<file path="src/rtl/reaction_pkg.sv">
// Shared types and constants for the reaction timer: FSM states, LFSR seed/taps
// and packed BCD digit types with a saturating increment helper.
package reaction_pkg;

  typedef enum logic [2:0] {
    IDLE,
    WAIT_DELAY,
    STIMULUS,
    DONE,
    FAULT
  } rt_state_t;

  // Fibonacci LFSR, x^16 + x^14 + x^13 + x^11 + 1 (bits 15, 13, 12, 10)
  localparam logic [15:0] LFSR_SEED = 16'hACE1;
  localparam logic [15:0] LFSR_TAPS = 16'hB400;

  typedef logic [3:0] bcd_digit_t;
  typedef bcd_digit_t [3:0] bcd_word_t;

  function automatic bcd_word_t bcd_inc(input bcd_word_t v);
    bcd_word_t r;
    logic      carry;
    r     = v;
    carry = 1'b1;
    if (v == 16'h9999) return v;
    for (int i = 0; i < 4; i++) begin
      if (carry) begin
        if (r[i] == 4'd9) begin
          r[i] = 4'd0;
        end else begin
          r[i]  = r[i] + 4'd1;
          carry = 1'b0;
        end
      end
    end
    return r;
  endfunction

endpackage

</file>
<file path="src/rtl/ms_tick_gen.sv">
// Millisecond prescaler: counts 0..TICK_DIV-1 and raises tick for the last count.
// A synchronous clear restarts the count so the next ms is a full one.
module ms_tick_gen #(
  parameter int TICK_DIV = 100_000
) (
  input  logic clock,
  input  logic reset,
  input  logic clear,
  output logic tick
);

  localparam int CNT_W = (TICK_DIV > 1) ? $clog2(TICK_DIV) : 1;

  logic [CNT_W-1:0] cnt;

  assign tick = (cnt == CNT_W'(TICK_DIV - 1));

  always_ff @(posedge clock or posedge reset) begin
    if (reset) begin
      cnt <= '0;
    end else if (clear || tick) begin
      cnt <= '0;
    end else begin
      cnt <= cnt + CNT_W'(1);
    end
  end

endmodule

</file>
<file path="src/rtl/reaction_timer.sv">
// Reaction timer core: random pre-delay, stimulus drive, ms reaction measurement.
// Optional BCD copy of the result when REACT_BCD_EN is defined.
module reaction_timer
  import reaction_pkg::*;
#(
  parameter int CLK_HZ       = 100_000_000,
  parameter int MIN_DELAY_MS = 1000,
  parameter int DELAY_BITS   = 11,
  parameter int MAX_MS       = 9999,
  parameter int MS_W         = 14
) (
  input  logic            clock,
  input  logic            reset,
  input  logic            start_sustain,
  input  logic            react_sustain,
  output logic            stimulus,
  output logic [MS_W-1:0] result_ms,
  output logic            result_valid,
  output logic            false_start,
  output logic            timeout,
  output logic            busy
`ifdef REACT_BCD_EN
  ,
  output logic [15:0]     result_bcd
`endif
);

  localparam int TICK_DIV = CLK_HZ / 1000;
  localparam logic [MS_W-1:0] MAX_CNT = MS_W'(MAX_MS);

  rt_state_t       state;
  logic [15:0]     lfsr;
  logic            start_prev, react_prev, start_arm, react_arm;
  logic            start_edge, react_edge;
  logic [MS_W-1:0] ms_cnt, ms_inc, delay_target;
  logic            tick, tick_clr, idle_like;
  logic            start_go, wait_react, delay_done, stim_react, stim_max;

  function automatic logic [MS_W-1:0] sat_ms(input logic [MS_W-1:0] v);
    return (v > MAX_CNT) ? MAX_CNT : v;
  endfunction

  // An arm bit keeps a level that was already high at reset release from counting as an edge
  assign start_edge = start_sustain & ~start_prev & start_arm;
  assign react_edge = react_sustain & ~react_prev & react_arm;

  assign ms_inc     = ms_cnt + {{(MS_W-1){1'b0}}, tick};
  assign idle_like  = (state == IDLE) || (state == DONE) || (state == FAULT);
  assign start_go   = idle_like && start_edge;
  assign wait_react = (state == WAIT_DELAY) && react_edge;
  assign delay_done = (state == WAIT_DELAY) && tick && (ms_inc >= delay_target);
  assign stim_react = (state == STIMULUS) && react_edge;
  assign stim_max   = (state == STIMULUS) && tick && (ms_inc >= MAX_CNT);
  assign tick_clr   = start_go || wait_react || delay_done || stim_react || stim_max;

  ms_tick_gen #(
    .TICK_DIV(TICK_DIV)
  ) u_tick (
    .clock(clock),
    .reset(reset),
    .clear(tick_clr),
    .tick (tick)
  );

`ifdef REACT_BCD_EN
  bcd_word_t bcd_cnt, bcd_next;
  assign bcd_next = tick ? bcd_inc(bcd_cnt) : bcd_cnt;
`endif

  always_ff @(posedge clock or posedge reset) begin
    if (reset) begin
      state        <= IDLE;
      lfsr         <= LFSR_SEED;
      start_prev   <= 1'b0;
      react_prev   <= 1'b0;
      start_arm    <= 1'b0;
      react_arm    <= 1'b0;
      ms_cnt       <= '0;
      delay_target <= '0;
      stimulus     <= 1'b0;
      result_ms    <= '0;
      result_valid <= 1'b0;
      false_start  <= 1'b0;
      timeout      <= 1'b0;
      busy         <= 1'b0;
`ifdef REACT_BCD_EN
      bcd_cnt      <= '0;
      result_bcd   <= '0;
`endif
    end else begin
      lfsr       <= {lfsr[14:0], ^(lfsr & LFSR_TAPS)};
      start_prev <= start_sustain;
      react_prev <= react_sustain;
      start_arm  <= start_arm | ~start_sustain;
      react_arm  <= react_arm | ~react_sustain;

      case (state)
        IDLE, DONE, FAULT: begin
          if (start_go) begin
            state        <= WAIT_DELAY;
            busy         <= 1'b1;
            result_valid <= 1'b0;
            false_start  <= 1'b0;
            timeout      <= 1'b0;
            result_ms    <= '0;
            delay_target <= MS_W'(MIN_DELAY_MS) + MS_W'(lfsr[DELAY_BITS-1:0]);
            ms_cnt       <= '0;
`ifdef REACT_BCD_EN
            result_bcd   <= '0;
`endif
          end
        end

        WAIT_DELAY: begin
          // A reaction coinciding with delay expiry still counts as a false start
          if (wait_react) begin
            state       <= FAULT;
            false_start <= 1'b1;
            busy        <= 1'b0;
          end else if (delay_done) begin
            state    <= STIMULUS;
            stimulus <= 1'b1;
            ms_cnt   <= '0;
`ifdef REACT_BCD_EN
            bcd_cnt  <= '0;
`endif
          end else begin
            ms_cnt <= ms_inc;
          end
        end

        STIMULUS: begin
          if (stim_react || stim_max) begin
            state        <= DONE;
            stimulus     <= 1'b0;
            busy         <= 1'b0;
            result_ms    <= sat_ms(ms_inc);
            result_valid <= stim_react;
            timeout      <= ~stim_react;
`ifdef REACT_BCD_EN
            result_bcd   <= bcd_next;
`endif
          end else begin
            ms_cnt <= ms_inc;
`ifdef REACT_BCD_EN
            bcd_cnt <= bcd_next;
`endif
          end
        end

        default: state <= IDLE;
      endcase
    end
  end

endmodule

</file>
<file path="config.mk">
export PLATFORM = sky130hd
export DESIGN_NAME = reaction_timer
export DESIGN_NICKNAME = d
export VERILOG_FILES = /design/src/rtl/reaction_pkg.sv /design/src/rtl/ms_tick_gen.sv /design/src/rtl/reaction_timer.sv
export SDC_FILE = /design/constraint.sdc
export NUM_CORES = 1
export LEC_CHECK = 0
export CAP_MARGIN = 30
export CORE_UTILIZATION = 46
export CTS_CLUSTER_SIZE = 28
export DETAILED_ROUTE_END_ITERATION = 6
export GPL_TIMING_DRIVEN = 0
export PLACE_DENSITY = 0.75
export SKIP_CTS_REPAIR_TIMING = 1
export SYNTH_ARGS = -nofsm -noshare
export SYNTH_HDL_FRONTEND = slang
export SYNTH_HIERARCHICAL = 1
export SYNTH_SLANG_ARGS = --single-unit
export TNS_END_PERCENT = 30
</file>
<file path="constraint.sdc">
create_clock -name clock -period 6.9 [get_ports clock]
set_clock_uncertainty 0.15 [all_clocks]
set_input_delay 0.69 -clock clock [delete_from_list [all_inputs] [get_ports clock]]
set_output_delay 0.69 -clock clock [all_outputs]
set_load 0.02 [all_outputs]
</file>
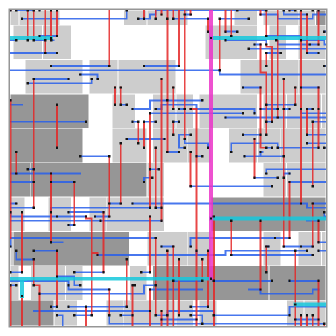
(run_1/closeup.png)
Window x 37 to 62, y 17 to 42 um. Cells in gray, sequential cells in the stronger gray; small squares are vias.
- blue: M1
- red: M2
- magenta: M4
- cyan: M3
- sequential cells in the window: 6
- cells with their middle in the window: 49
- most frequent: ha_1 (7), dfrtp_1 (6), inv_1 (5)
- netlist names of flops here include: delay_target (4)

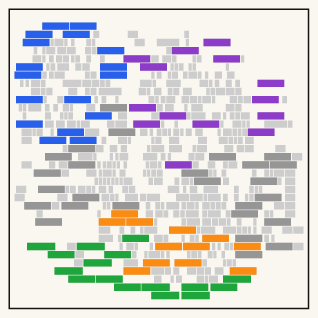
(run_1/ff_map.png)
Scale: 3 px per um.
- purple: ms_cnt (flops 14)
- orange: delay_target (flops 12)
- green: lfsr (flops 16)
- blue: u_tick/cnt (flops 17; where north-west)

==> results.txt, run 1 <==
Latest figures from synthesis and place and route.

For this design the top-level I/O count stands at 23. The CTS log lists the clock sinks for this run as 85. Across the run, the number of max-cap violations was 0. The timing report attributes the biggest portion of critical-path delay to simple AND/OR/NAND/NOR gates. The count of pins over their slew limit is 0. Across all setup checks in the final design, the least slack found is 1.44 ns.

For reference, the placement row count at floorplan is 35. For the finished layout, the period the worst path requires is 5.46 ns. In this run the top signal layer used is met4. The number of antenna violations at the first check in global routing is 0. The run finished with clean final reports.

Summing the sequential cell areas from Yosys gives 49.1% of the chip area. The maximum fanout count along the critical path is 10. The detailed-routing iteration count for the pre-antenna-repair pass is 4. The count of clock-net buffers in the final layout is 10. The most frequent cell after synthesis is dfrtp_1. After global routing the overflow that remains totals 0.

In this run the critical path is formed by ha_1 > nand3_1 > or2_2 > nor3_1 > ha_1 > nand3_2 > or4_1 > xnor2_1 > inv_1 > ha_1 > and3_1 > nand3_1 > a21oi_1 > o31ai_1 > a21boi_0 > nand2_1 > nand2_1 > inv_1 > o31ai_4 > buf_2 > nor2_1. Per the final report, the share of cell area in clock cells is 3.61%. Summing all multi-input logic gate instances after layout gives 0.00204 mm^2. The category of the worst setup path launch point is a flop. The violation tally recorded at the end of detailed-routing iteration 0 is 155. Per the post-run analysis, buffers plus inverters along the critical path come to 3. TritonCTS built the clock tree.

The remaining routing DRC violations is 0. The share of synthesized area in the top cell type comes to 44.3%. Looking at the global route congestion table, the highest-usage layer is met2.
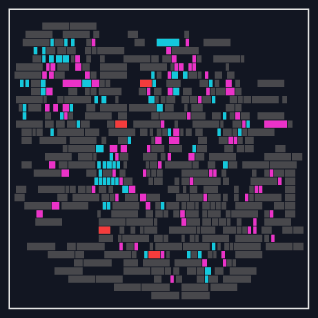
(run_1/gates.png)
Scale: 3 px per um.
- magenta: nand cells (cells 83; most used nand2_1)
- cyan: nor cells (cells 64; most used nor2_1)
- red: mux cells (cells 4; most used mux2_2)

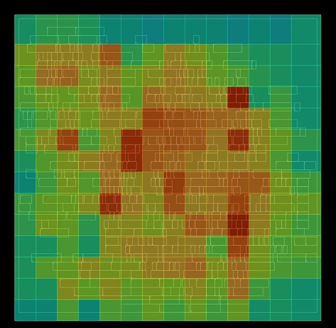
(run_1/congestion_map.png)
met2 Track Usage GR: 32.1%
utilization after layout: 53.1%
mean routed wirelength per cell: 15.1 um
met3 global-route usage: 4.01%
aggregate global-route resource usage: 20.2%

## run 1: metrics by stage
step / instance area, um^2 / power [mW] / std cells / util [%] / hold slack (ns)
floorplan: 4350 / 0.874 / 450 / - / 0.183
global placement: 4710 / 0.993 / 583 / 51.2 / 0.186
detailed placement: 4710 / 1.00 / 583 / 51.2 / 0.198
CTS: 4890 / 1.33 / 599 / 53.1 / 0.226
global route: 4890 / 1.41 / 599 / 53.1 / 0.228
finish: 4890 / 1.32 / 599 / 53.1 / 0.222
## run 1: report_power, final
group | internal (mW) | total [mW] | switching, mW
clock network | 0.134 | 0.326 | 0.191
logic | 0.135 | 0.433 | 0.297
registers | 0.535 | 0.561 | 0.0258
## run 1: path summary, 6_finish.rpt
path                                from              to  slack, ns  cells after the start
min                              lfsr[6]         lfsr[7]       0.22                      0
max                        u_tick/cnt[0]  u_tick/cnt[10]       1.44                     21
max reg2reg                u_tick/cnt[0]  u_tick/cnt[10]       1.44                     21
min reg2reg                      lfsr[6]         lfsr[7]       0.22                      0
min in group asynchronous          reset   u_tick/cnt[7]       0.64                      2
max in group asynchronous          reset   result_ms[13]       5.35                      2
## run 1: cells by family (layout without fill, tap and decap cells)
kind of cell | count (synthesis) | count (layout) | share of synthesized area, %
flops | 85 | 85 | 49.1
mux | 4 | 4 | 1.04
xor+xnor | 32 | 32 | 6.44
simple gates | 170 | 170 | 20.2
buf+inv | 44 | 82 | 4.00
fa+ha+maj | 15 | 15 | 4.32
compound gates | 100 | 100 | 14.8
## run 1: flip-flops by register name, indices dropped and copies added (netlist names), 3 cells and up
register      count
lfsr             16
u_tick/cnt       17
delay_target     12
ms_cnt           14
state             3
result_ms        14
==> run_1/pinout.png <==
Scale: 4 px per um. Pins as bars across the die edge, other pins in gray.
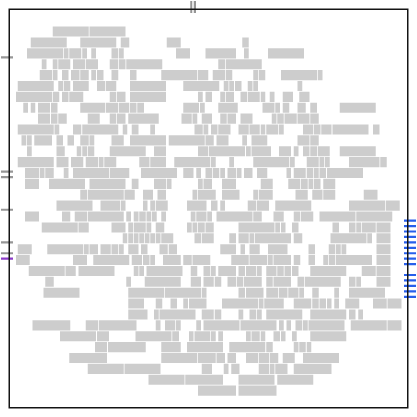

--- run 2 (diff from run 1) ---
Settings changed: PLACE_DENSITY 0.75 to 0.77.
Clock period 6.9 ns to 4.55 ns, I/O delays scaled along.
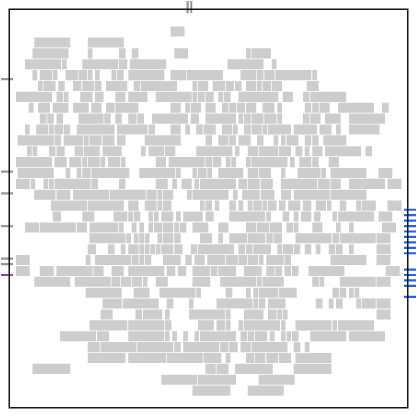
(run_2/pinout.png)
Scale: 4 px per um. Pins as bars across the die edge, other pins in gray.
- blue: result_ms (pins 14; direction output; edge east)
- purple: busy (pins 1; direction output; edge west)

==> run 2 against run 1 <==
  * Sequential cell count unchanged
  * Critical path type unchanged
  * Clock power up 55%
  * Highest routed layer unchanged
  * Core utilization up 3.1 points
  * Sequential share of layout area down 2.4 points
  * Clock-buffer cell count down 1
==> results.txt, run 2 <==
Latest figures from synthesis and place and route.

Routing resource usage on met1 recorded by global route was 28.1%. Total global-route track usage over all layers is 21.0%. Clock tree synthesis selected as its root buffer the cell clkbuf_8. The worst setup path is launched from a flop. For this run, the detailed router's first-pass iteration total came to 5.

The number of flip-flops in the largest register is 17. The register-to-register setup slack is 0.15 ns. Final hold analysis gives a worst-case slack of 0.206 ns. In this run the critical register-to-register path is launched from u_tick/cnt[8]. According to the floorplan log, the row count is 35. The worst hold path startpoint is lfsr[14]. The number of antenna violations at the first check in global routing was 0. Per the post-run analysis, buffers plus inverters along the critical path come to 3. The first global-routing pass estimated 16.3 mm of wire. The most frequent cell after synthesis is dfrtp_1. The flow ran to the end, and the final reports show no timing, DRC or antenna violations.

The critical path maximum fanout is 8. The clock tree from TritonCTS is done. The global-route track usage on met3 is 4.36%.

The cell family with the largest share of critical-path delay is simple AND/OR/NAND/NOR gates. After synthesis, the largest area contributor takes up 44.3% of total cell area. Looking at the global route congestion table, the highest-usage layer is met2. According to the timing report, the critical path is captured at ms_cnt[4].

The final timing report lists a max-slew violation count of 0. The run reported a max-capacitance violation count of 0. The DRC violation total after the first TritonRoute iteration is 204. The remaining routing DRC violations is 0.

The post-placement cell count is 584. The worst setup path startpoint is u_tick/cnt[8]. The cell count of the worst hold path is 0. For this sky-water flow run, the detailed-routed wirelength per cell is reported as 16.1 um. The overflow left after global routing is 0.

The shortest clock period the worst path allows after layout is 4.40 ns. The end point of the worst hold path is lfsr[15]. The sequential-to-total area share from yosys stat is 49.1%. For met2 alone, demand over resource in global routing was 34.0%. The longest clock path from root to sink contains 2 buffers. Entering global routing, the biggest net connects 39 pins. The largest register by flop count is u_tick/cnt. The length in cells of the worst reg-to-reg path is 18. Measured on the finished design, the core utilization comes to 56.3%.

In the final layout, the registers with the most flip-flops are u_tick/cnt: 17 flops, lfsr: 16 flops.
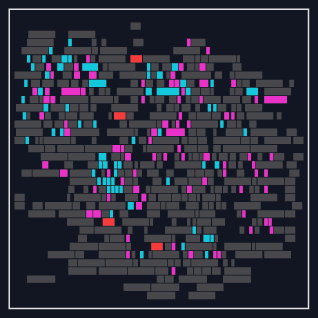
(run_2/gates.png)
Scale: 3 px per um.
- red: mux cells (cells 4; most used mux2_2)
- magenta: nand cells (cells 83; most used nand2_1)
- cyan: nor cells (cells 64; most used nor2_1)
Post-Layout Cell Count: 615
most frequent logic cell in the layout: dfrtp_1
logic share of the area: 42.1%

## run 2: through the flow
stage          setup slack, ns  total power, mW  TNS, ns  cell area [um^2]
2_1_floorplan           0.0147             1.33        0              4350
3_3_place_gp            -0.898             1.50   -26.90              4710
3_5_place_dp             -1.03             1.53   -32.40              4730
4_1_cts                  -1.06             2.03   -33.82              4910
5_1_grt                -0.0155             2.27  -0.0188              5170
6_report                 0.154             2.14        0              5170
## run 2: layout make-up
| type | instances | area, um^2 | share of cell area [%] |
|---|---|---|---|
| clock buffers | 9 | 124 | 2.39 |
| multi-input cells | 321 | 2180 | 42.1 |
| repair buffers | 39 | 362 | 6.99 |
| well taps | 111 | 139 | 2.68 |
| clock inverters | 7 | 53.8 | 1.04 |
| inverters | 25 | 93.8 | 1.81 |
| plain buffers | 18 | 86.3 | 1.67 |
| flip-flops and latches | 85 | 2140 | 41.4 |
## run 2: metal layers
| layer | vias to the layer above | part of all wire [%] |
|---|---|---|
| met3 | 17 | 4.2 |
| met1 | 1742 | 46 |
| li1 | 1681 | - |
| met4 | 0 | 1.7 |
| met5 | - | 0 |
| met2 | 102 | 49 |
## run 2: where the power goes
group,internal [mW],switching (mW),total (mW)
sequential,0.812,0.0406,0.853
combinational,0.283,0.498,0.781
clock,0.206,0.298,0.504
total,1.30,0.836,2.14
## run 2: kinds of logic (layout without fill, tap and decap cells)
logic type | Yosys count | count (layout) | share of synthesized area, %
compound gates | 100 | 100 | 14.8
mux | 4 | 4 | 1.04
xor+xnor | 32 | 32 | 6.44
flops | 85 | 85 | 49.1
buf+inv | 44 | 98 | 4.00
simple gates | 170 | 170 | 20.2
fa+ha+maj | 15 | 15 | 4.32
No activity file was given, so power comes from the tool's default toggle rates.
